==> config.mk <==
export PLATFORM = sky130hd
export DESIGN_NAME = pipeline_hazard_ctrl
export DESIGN_NICKNAME = d
export VERILOG_FILES = /design/src/rtl/hazard_pkg.sv /design/src/rtl/mc_latency_tracker.sv /design/src/rtl/pipeline_hazard_ctrl.sv
export SDC_FILE = /design/constraint.sdc
export NUM_CORES = 1
export LEC_CHECK = 0
export ABC_AREA = 1
export CORE_UTILIZATION = 37
export DETAILED_ROUTE_END_ITERATION = 8
export PLACE_DENSITY = 0.93
export SYNTH_ARGS = -nofsm -noshare
export SYNTH_HDL_FRONTEND = slang
export SYNTH_HIERARCHICAL = 1
export SYNTH_SLANG_ARGS = --single-unit
==> constraint.sdc <==
create_clock -name clk -period 3.35 [get_ports clk]
set_clock_uncertainty 0.1 [all_clocks]
set_input_delay 0.67 -clock clk [delete_from_list [all_inputs] [get_ports clk]]
set_output_delay 0.67 -clock clk [all_outputs]
set_load 0.05 [all_outputs]
==> src/rtl/hazard_pkg.sv <==
// Shared types and constants for the pipeline hazard controller and its
// multi-cycle latency tracker.
package hazard_pkg;

    typedef enum logic [1:0] {
        FWD_RF = 2'b00,
        FWD_W  = 2'b01,
        FWD_M  = 2'b10
    } fwd_sel_e;

    localparam logic [1:0] RD_SRC_LOAD = 2'b01;

    typedef logic [1:0] mc_state_e;
    localparam mc_state_e MC_IDLE = 2'd0;
    localparam mc_state_e MC_BUSY = 2'd1;
    localparam mc_state_e MC_DONE = 2'd2;

endpackage

==> src/rtl/mc_latency_tracker.sv <==
// Occupancy tracker for the multi-cycle execute unit: holds E for exactly
// the (clamped) latency, then waits in DONE until E is free to advance.
module mc_latency_tracker
    import hazard_pkg::*;
#(
    parameter int MAX_LAT = 8,
    parameter int LAT_W   = $clog2(MAX_LAT + 1)
) (
    input  logic             clk,
    input  logic             reset,
    input  logic             start,
    input  logic [LAT_W-1:0] lat,
    input  logic             e_adv,
    output logic             mc_stall,
    output logic             busy
);

    mc_state_e        state_reg, state_next;
    logic [LAT_W-1:0] cnt_reg, cnt_next;
    logic [LAT_W-1:0] lat_eff;

    assign lat_eff = (lat > LAT_W'(MAX_LAT)) ? LAT_W'(MAX_LAT) : lat;

    always_comb begin
        state_next = state_reg;
        cnt_next   = cnt_reg;
        mc_stall   = 1'b0;
        busy       = 1'b0;
        case (state_reg)
            MC_IDLE: begin
                if (start && lat_eff != '0) begin
                    mc_stall   = 1'b1;
                    busy       = 1'b1;
                    cnt_next   = lat_eff - 1'b1;
                    state_next = (lat_eff > LAT_W'(1)) ? MC_BUSY : MC_DONE;
                end
            end
            MC_BUSY: begin
                // Counts even under a memory stall: the unit runs on its own.
                mc_stall = 1'b1;
                busy     = 1'b1;
                cnt_next = cnt_reg - 1'b1;
                if (cnt_reg <= LAT_W'(1)) begin
                    state_next = MC_DONE;
                end
            end
            MC_DONE: begin
                if (e_adv) begin
                    state_next = MC_IDLE;
                end
            end
            default: state_next = MC_IDLE;
        endcase
    end

    always_ff @(posedge clk) begin
        if (!reset) begin
            state_reg <= MC_IDLE;
            cnt_reg   <= '0;
        end else begin
            state_reg <= state_next;
            cnt_reg   <= cnt_next;
        end
    end

endmodule

==> src/rtl/pipeline_hazard_ctrl.sv <==
// Five-stage pipeline hazard controller: forwarding, load-use / multi-cycle /
// memory-wait stalls, branch flush. Counters built only with PIPELINE_HAZARD_PERF_EN.
module pipeline_hazard_ctrl
    import hazard_pkg::*;
#(
    parameter int REG_ADDR_W = 5,
    parameter int MAX_LAT    = 8,
    parameter int LAT_W      = $clog2(MAX_LAT + 1),
    parameter int PERF_W     = 32
) (
    input  logic                  clk,
    input  logic                  reset,
    input  logic [REG_ADDR_W-1:0] D_rs1_addr,
    input  logic [REG_ADDR_W-1:0] D_rs2_addr,
    input  logic                  D_uses_rs1,
    input  logic                  D_uses_rs2,
    input  logic [REG_ADDR_W-1:0] E_rs1_addr,
    input  logic [REG_ADDR_W-1:0] E_rs2_addr,
    input  logic [REG_ADDR_W-1:0] E_rd_addr,
    input  logic [1:0]            E_rd_src_sel,
    input  logic                  E_gpr_wen,
    input  logic [1:0]            E_pc_src_sel,
    input  logic                  E_mc_start,
    input  logic [LAT_W-1:0]      E_mc_lat,
    input  logic [REG_ADDR_W-1:0] M_rd_addr,
    input  logic                  M_gpr_wen,
    input  logic                  M_mem_req,
    input  logic                  M_mem_ready,
    input  logic [REG_ADDR_W-1:0] W_rd_addr,
    input  logic                  W_gpr_wen,
    output logic [1:0]            E_forward_src_a_sel,
    output logic [1:0]            E_forward_src_b_sel,
    output logic                  F_stall_pc,
    output logic                  F_stall_fetch_reg,
    output logic                  D_stall_decode_reg,
    output logic                  E_stall_execute_reg,
    output logic                  M_stall_mem_reg,
    output logic                  F_flush_fetch_reg,
    output logic                  D_flush_decode_reg,
    output logic                  E_flush_execute_reg,
    output logic                  M_flush_mem_reg,
    output logic                  E_mc_busy,
    output logic [PERF_W-1:0]     perf_stall_cycles,
    output logic [PERF_W-1:0]     perf_flush_count
);

    logic [1:0][REG_ADDR_W-1:0] e_src_addr;
    logic [1:0][REG_ADDR_W-1:0] d_src_addr;
    logic [1:0]                 d_uses;
    logic [1:0][1:0]            fwd_sel;
    logic [1:0]                 lu_hit;

    assign e_src_addr = {E_rs2_addr, E_rs1_addr};
    assign d_src_addr = {D_rs2_addr, D_rs1_addr};
    assign d_uses     = {D_uses_rs2, D_uses_rs1};

    // Per-operand forwarding select and load-use match; M wins over W, x0 never forwards.
    genvar gi;
    generate
        for (gi = 0; gi < 2; gi++) begin : g_operand
            assign fwd_sel[gi] =
                (M_gpr_wen && M_rd_addr != '0 && M_rd_addr == e_src_addr[gi]) ? FWD_M :
                (W_gpr_wen && W_rd_addr != '0 && W_rd_addr == e_src_addr[gi]) ? FWD_W :
                                                                                 FWD_RF;
            assign lu_hit[gi] = d_uses[gi] && (E_rd_addr == d_src_addr[gi]);
        end
    endgenerate

    assign E_forward_src_a_sel = reset ? fwd_sel[0] : FWD_RF;
    assign E_forward_src_b_sel = reset ? fwd_sel[1] : FWD_RF;

    logic mem_stall, mc_stall, lu_stall, mc_busy;
    logic fd_stall, e_stall, branch_adv;

    assign mem_stall = M_mem_req && !M_mem_ready;
    assign lu_stall  = (E_rd_src_sel == RD_SRC_LOAD) && E_gpr_wen &&
                       (E_rd_addr != '0) && (|lu_hit);

    mc_latency_tracker #(
        .MAX_LAT (MAX_LAT),
        .LAT_W   (LAT_W)
    ) u_mc_tracker (
        .clk      (clk),
        .reset    (reset),
        .start    (E_mc_start),
        .lat      (E_mc_lat),
        .e_adv    (!mem_stall),
        .mc_stall (mc_stall),
        .busy     (mc_busy)
    );

    assign fd_stall   = mem_stall || mc_stall || lu_stall;
    assign e_stall    = mem_stall || mc_stall;
    // A redirect held in a stalled E flushes only in the cycle it moves on.
    assign branch_adv = (E_pc_src_sel != 2'b00) && !e_stall;

    assign F_stall_pc          = reset && fd_stall;
    assign F_stall_fetch_reg   = reset && fd_stall;
    assign D_stall_decode_reg  = reset && fd_stall;
    assign E_stall_execute_reg = reset && e_stall;
    assign M_stall_mem_reg     = reset && mem_stall;

    assign F_flush_fetch_reg   = !reset || (branch_adv && !fd_stall);
    assign D_flush_decode_reg  = !reset || (branch_adv && !fd_stall);
    assign E_flush_execute_reg = !reset || (lu_stall && !e_stall);
    assign M_flush_mem_reg     = !reset || (mc_stall && !mem_stall);

    assign E_mc_busy = reset && mc_busy;

`ifdef PIPELINE_HAZARD_PERF_EN
    logic [PERF_W-1:0] perf_stall_reg;
    logic [PERF_W-1:0] perf_flush_reg;

    always_ff @(posedge clk) begin
        if (!reset) begin
            perf_stall_reg <= '0;
            perf_flush_reg <= '0;
        end else begin
            if (F_stall_pc && perf_stall_reg != '1) begin
                perf_stall_reg <= perf_stall_reg + 1'b1;
            end
            if (F_flush_fetch_reg && perf_flush_reg != '1) begin
                perf_flush_reg <= perf_flush_reg + 1'b1;
            end
        end
    end

    assign perf_stall_cycles = perf_stall_reg;
    assign perf_flush_count  = perf_flush_reg;
`else
    assign perf_stall_cycles = '0;
    assign perf_flush_count  = '0;
`endif

endmodule

Run 1, routing congestion map:
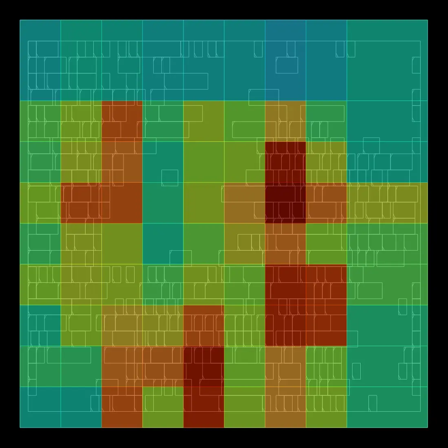
drt wl/cell: 10.53 µm
busiest layer in global routing: met2
GR Util met3: 0.8224%
final core occ: 56.64%

Run 1, routed clock nets over the placement:
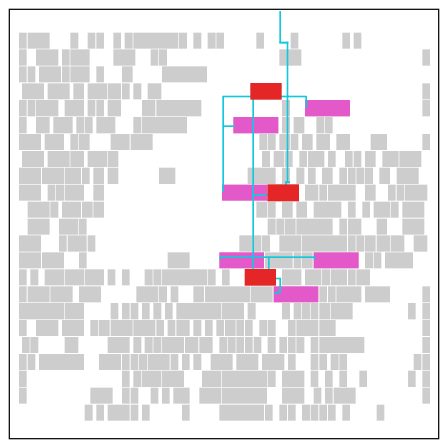
- clock wires: cyan (length 129 µm)
- cells driving clock nets: red (count 3)
- flip-flops: magenta (count 6)
- routed clock nets: 4

Run 1, supply network:
Pins as bars on the die edge. Tap cells in gray.
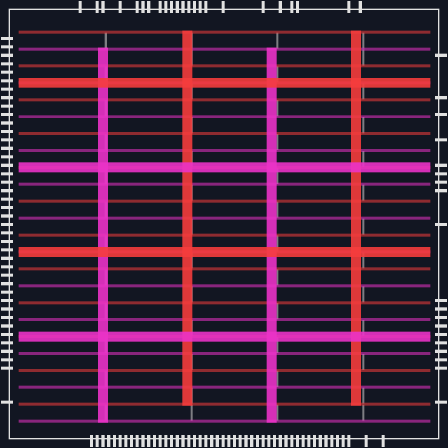
- VDD: red
- VSS: magenta
- met5 straps: 4
- met4 straps: 4
- signal pins: 131
- tap cells: 50
- rows: 23

==> results_slide.txt, run 1 <==
Flow Results at a Glance

Outcome
  – Status: finished, final reports clean

Worst setup path
  – Crit-path cells: clkdlybuf4s50_1, inv_1, nand2_1, ha_1, nand2_2, nand2_2, nand2_2, nand2_4, inv_1, a21oi_4, a21oi_2, buf_12
  – Peak fanout along the critical path: 3
  – CP delay by family, top: buffers and inverters
  – CP max stage delay: 440 ps
  – CP Capture Type: output port
  – Worst setup path category: in -> out
  – Crit path DAT: 2460 ps
  – Buffers and inverters on the worst path: 4
  – Reg2Reg Setup Slack: 1960 ps
  – Most common cell on crit path: nand2_2
  – Slowest-stage cell, CP: clkdlybuf4s50_1

Final layout
  – Non-clock buffers: 73
  – Final Instance Area: 2347 µm²
  – Most numerous logic cells after layout: conb_1 (64), nand2_1 (61), clkdlybuf4s50_1 (52), inv_1 (31), nor2_1 (27)
  – Fin cells: 398
  – Final clock-cell share: 1.759%
  – Share of cells above drive strength 1: 13.79%
  – Fill cell count: 388
  – Area grow syn2layout: 42.01%
  – Logic area: 1139 µm²
  – Clock buffers: 3
  – Multi-In Gates: 231
  – Registers: 6
  – Seq area share: 5.117%
  – Invs w/o clock: 35
  – Register Area: 120.1 µm²
  – Fraction of cell area in non-clock buffers: 36.35%
  – Max FFs per register: 4

Die
  – Fp_density: 39.89%
  – Die width: 68.84 µm
  – Rows: 23
  – Chip Height: 68.84 µm
  – I/O Pins: 131

Final timing
  – Fin crit period: 3234 ps
  – Final hold vios: 0
  – Final hold slack: 464.4 ps
  – RSZ-0062 raised after global routing: false
  – Final count of negative-setup-slack endpoints: 0
  – Fin worst setup slack: 115.5 ps
  – Final period util: 96.55%
  – F_max: 309.2 MHz

Route
  – Top Layer Used: met4
  – WL met2: 2359 µm
  – DRT iter0 DRCs: 67
  – DRT antenna net count: 0
  – Via count: 1727
  – Met3 wire len: 232 µm
  – Final wirelength: 4189 µm

Power
  – Top pwr grp: combinational logic
  – Clock power share: 14.7%
  – Power Density: 316.3 nW/µm²
  – Leak Pwr: 0.001260 µW
  – Part of the power in registers: 12.8%
  – Total power: 742.3 µW
  – Seq. pwr: 95.2 µW
  – Clock net power: 109 µW
  – Sw frac: 53.65%
  – Combinational power: 538 µW
  – Sw power: 398.3 µW
  – Int Power: 344.0 µW

Clock network
  – CTS buffer count: 3
  – Root buffer selected by CTS: clkbuf_8
  – H-tree depth reported by CTS: 1
  – CTS hold repair buffers: 0
  – Clock buffer depth: 2
  – CTS tree: yes
  – Clk latency late pin: 220 ps
  – Total clock sinks: 6

Global route
  – Initial antenna violation count: 0
  – Largest net degree at the start of global routing: 11
  – Vias in the first global route: 1519
  – Global-route met2 utilization: 37.38%
  – Total track usage: 18.04%

Logic synthesis
  – Avg Cell Area, Syn: 5.967 µm²
  – Adder Share, Synth: 3.785%
  – Yosys simple share: 35.81%
  – YS chip area: 1653 µm²
  – Cell count after synthesis: 277
  – Synth Warn #: 6
  – Aoi share: 5.072%
  – Mux share: 0%
  – EDFF count, synth: 0
  – Synth top cells by count: buf_4 (68), nand2_1 (61), inv_1 (31), nor2_1 (27), nand3_1 (16)
  – Main flop type: dfxtp_1
  – Post-Synth XOR/XNOR Area: 9.008%
  – Yosys reg bits: 6
  – Top cell area share: 30.89%
  – Top-count cell post-synth: buf_4
  – Yosys cell count: 277
  – Netlist cell types: 26
  – Top logic family: buffers and inverters

Hold path
  – Hold Crit Class: reg -> reg

Place
  – Pre-CTS setup slack: -91.94 ps
  – Dpl hpwl: 3651 µm
  – Placed inst area: 2295 µm²
  – Final GP Congestion: 0.8513
  – IO buf count: 66
  – Placed cell count: 395

Job
  – Tool Warnings: 29
  – Max_cap viols: 0
[run 1: path summary, 6_finish.rpt]
kind / from / endpoint / depth (start not counted)
setup / recovery: E_mc_lat[3] / F_stall_pc / 12
hold / removal: u_mc_tracker/cnt_reg[0]$_SDFFE_PN0P_ / u_mc_tracker/cnt_reg[0]$_SDFFE_PN0P_ / 2
setup reg to reg: u_mc_tracker/cnt_reg[0]$_SDFFE_PN0P_ / u_mc_tracker/cnt_reg[2]$_SDFFE_PN0P_ / 7
hold reg to reg: u_mc_tracker/cnt_reg[0]$_SDFFE_PN0P_ / u_mc_tracker/cnt_reg[0]$_SDFFE_PN0P_ / 2
[run 1: tightest hold or removal path, delay by kind of cell (launching register included)]
kind	cells	cell delay [ps]
flops	1	300
buf+inv	1	130
compound gates	1	80
==> run 2: changes to the inputs <==
- ABC_AREA: 1 -> unset
- CORE_UTILIZATION: 37 -> 35
- PLACE_DENSITY: 0.93 -> 0.92
Run 2, supply network:
Pins as bars on the die edge. Tap cells in gray.
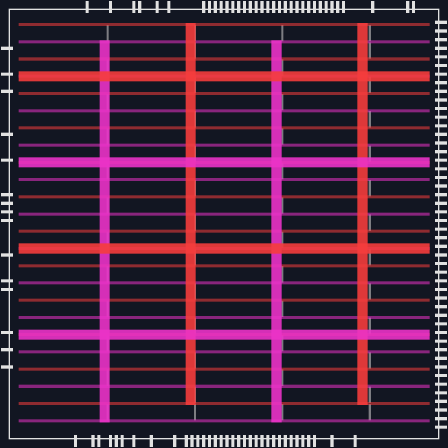
- VSS: magenta
- VDD: red
- rows: 23
- signal pins: 131
- met4 straps: 4
- tap cells: 50

==> run 2 against run 1 <==
Core utilization decreased by 3.0 points. Clock power about the same. Critical path depth decreased by 2. Area after synthesis decreased by 8.9%. Non-clock buffer count increased by 1. Flip-flop count unchanged. Register-to-register slack got worse by 380 ps. Synthesized cell count decreased by 30%. Sequential share of layout area increased by 0.40 points. Largest power group unchanged.
==> results_slide.txt, run 2 <==
Flow Results at a Glance

Final layout
  – Non-clock buffers: 74
  – Most numerous logic cells after layout: conb_1 (64), clkdlybuf4s50_1 (51), xor2_1 (22), buf_12 (11), nand2_1 (10)
  – Area grow syn2layout: 44.64%
  – Registers: 6
  – Multi-In Gates: 176
  – Clock buffers: 3
  – Fraction of cell area in non-clock buffers: 38.28%
  – Invs w/o clock: 6
  – Seq area share: 5.517%
  – Register Area: 120.1 µm²
  – Final clock-cell share: 1.897%
  – Fill cell count: 363
  – Logic area: 1097 µm²
  – Fin nets: 325
  – Max FFs per register: 4
  – Share of cells above drive strength 1: 14.72%

Logic synthesis
  – Avg Cell Area, Syn: 7.719 µm²
  – Synth top cells by count: buf_4 (69), xor2_1 (22), nand2_1 (10), xnor2_1 (9)
  – Post-Synth XOR/XNOR Area: 18.04%
  – Adder Share, Synth: 4.156%
  – Top logic family: buffers and inverters
  – Mux share: 0%
  – Aoi share: 13.63%
  – Yosys reg bits: 6
  – Cell taking the most area after synthesis: buf_4
  – Top-count cell post-synth: buf_4
  – Main flop type: dfxtp_1
  – Top cell area share: 34.41%
  – Fraction of registers with async set/reset: 0%
  – Cell count after synthesis: 195
  – EDFF count, synth: 0
  – YS chip area: 1505 µm²
  – Yosys cell count: 195
  – Yosys simple share: 19.78%
  – Netlist cell types: 39
  – Synth Warn #: 6
  – Synth Seq Share: 7.980%

Worst setup path
  – Worst setup startpoint: E_mc_lat[0]
  – Critical Path Stages: 10
  – Buffers and inverters on the worst path: 4
  – Slowest-stage cell, CP: clkdlybuf4s50_1
  – CP max stage delay: 470 ps
  – Most common cell on crit path: buf_6
  – R2R depth: 6
  – CP delay by family, top: buffers and inverters
  – Crit-path cells: clkdlybuf4s50_1, and2b_2, inv_2, ha_2, a311oi_4, buf_6, nor2_1, nand2_1, o21ai_1, buf_6
  – R2r endpoint: u_mc_tracker/cnt_reg[2]$_SDFFE_PN0P_
  – R2r startpoint: u_mc_tracker/state_reg[0]$_SDFFE_PN0P_
  – Worst setup path category: in -> out
  – Critical path capture point: E_flush_execute_reg
  – Peak fanout along the critical path: 8
  – CP Capture Type: output port
  – Reg2Reg Setup Slack: 1580 ps
  – Crit path DAT: 2470 ps

Clock network
  – Total clock sinks: 6
  – CTS tree: yes
  – Root buffer selected by CTS: clkbuf_8
  – Clock buffer depth: 2
  – CTS buffer count: 3
  – Worst-path clk slew: 40 ps
  – H-tree depth reported by CTS: 1
  – CTS hold repair buffers: 0
  – Post-CTS sizing: 1
  – Clk latency late pin: 230 ps
  – Post-CTS Setup Repair Bufs: 0

Global route
  – Busiest layer in global routing: met2
  – GR Util met3: 4.392%
  – Total track usage: 14.16%
  – Vias in the first global route: 1175
  – Initial antenna violation count: 0
  – Global-route met2 utilization: 26.98%
  – Largest net degree at the start of global routing: 19
  – Global-route congestion overflow total: 0
  – First-pass GRT wire length: 4940 µm

Place
  – Final GP Congestion: 0.8995
  – IO buf count: 66
  – Dpl hpwl: 3044 µm

Die
  – Die width: 67.58 µm
  – Rows: 23
  – Fp_density: 37.10%
  – Die footprint: 4567 µm²
  – I/O Pins: 131
  – N_taps: 50
  – Chip Height: 67.58 µm

Power
  – Leak Pwr: 0.0009741 µW
  – Seq. pwr: 99.2 µW
  – Clock net power: 111 µW
  – Part of the power in registers: 14.3%
  – Sw power: 360.9 µW
  – Top pwr grp: combinational logic
  – Int Power: 331.6 µW
  – Total power: 692.5 µW
  – Clock power share: 16.0%
  – Sw frac: 52.11%
  – Peak VDD IR: 0.0001288 V
  – Combinational power: 482 µW
  – Power Density: 318.1 nW/µm²

Final timing
  – Final count of negative-setup-slack endpoints: 0
  – Final max-slew violation count: 0
  – Final period util: 96.79%
  – Final hold vios: 0
  – Final hold slack: 426.3 ps
  – F_max: 308.4 MHz
  – Fin crit period: 3242 ps

Outcome
  – Status: finished, final reports clean

Route
  – Wl on met1: 1189 µm
  – WL met2: 1834 µm
  – Met3 wire len: 368 µm
  – Final wirelength: 3424 µm
  – DRT antenna net count: 0
  – Via count: 1369
  – DRT iter0 DRCs: 57
  – Drt wl/cell: 10.87 µm
  – Top Layer Used: met4

Hold path
  – Hold Crit Class: reg -> reg
  – Min-delay src: u_mc_tracker/cnt_reg[3]$_SDFFE_PN0P_
  – Worst Hold Path Cells: 2
  – Hold Path Sink: u_mc_tracker/cnt_reg[3]$_SDFFE_PN0P_

Job
  – Max_cap viols: 0
  – Tool Warnings: 29
Run 2, placed cells, one color a class:
Scale bar: 20 µm.
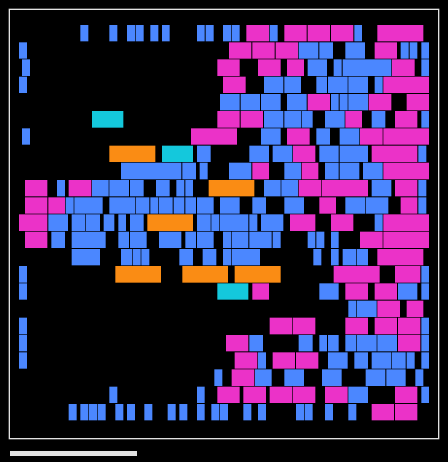
- all other logic: blue (cells 182; share of their area 53%)
- cells driving clock nets: cyan (cells 3; share of their area 2.0%)
- other buffers and delay cells: magenta (cells 74; share of their area 39%)
- flip-flops: orange (cells 6; share of their area 5.7%)

## run 2: cell count changes after synthesis, sizes merged, moves of 5 or more
cell / delta
a21oi: -5
inv: -29
nand2: -58
nand3: -15
nor2: -24
nor4: +7
xor2: +11
## run 2: metrics by stage
| step | cell area [µm²] | util (%) | std cells | setup TNS (ps) | worst slack, ps |
|---|---|---|---|---|---|
| CTS | 2136 | 52.64 | 313 | 0 | 23.64 |
| global route | 2177 | 53.65 | 315 | -4.477 | -4.477 |
| finish | 2177 | 53.65 | 315 | 0 | 107.6 |
| global placement | 2095 | 51.62 | 310 | 0 | 64.50 |
| floorplan | 1745 | - | 258 | 0 | 91.35 |
| detailed placement | 2095 | 51.62 | 310 | -82.33 | -43.30 |
Power is estimated from default activity; no workload was simulated.
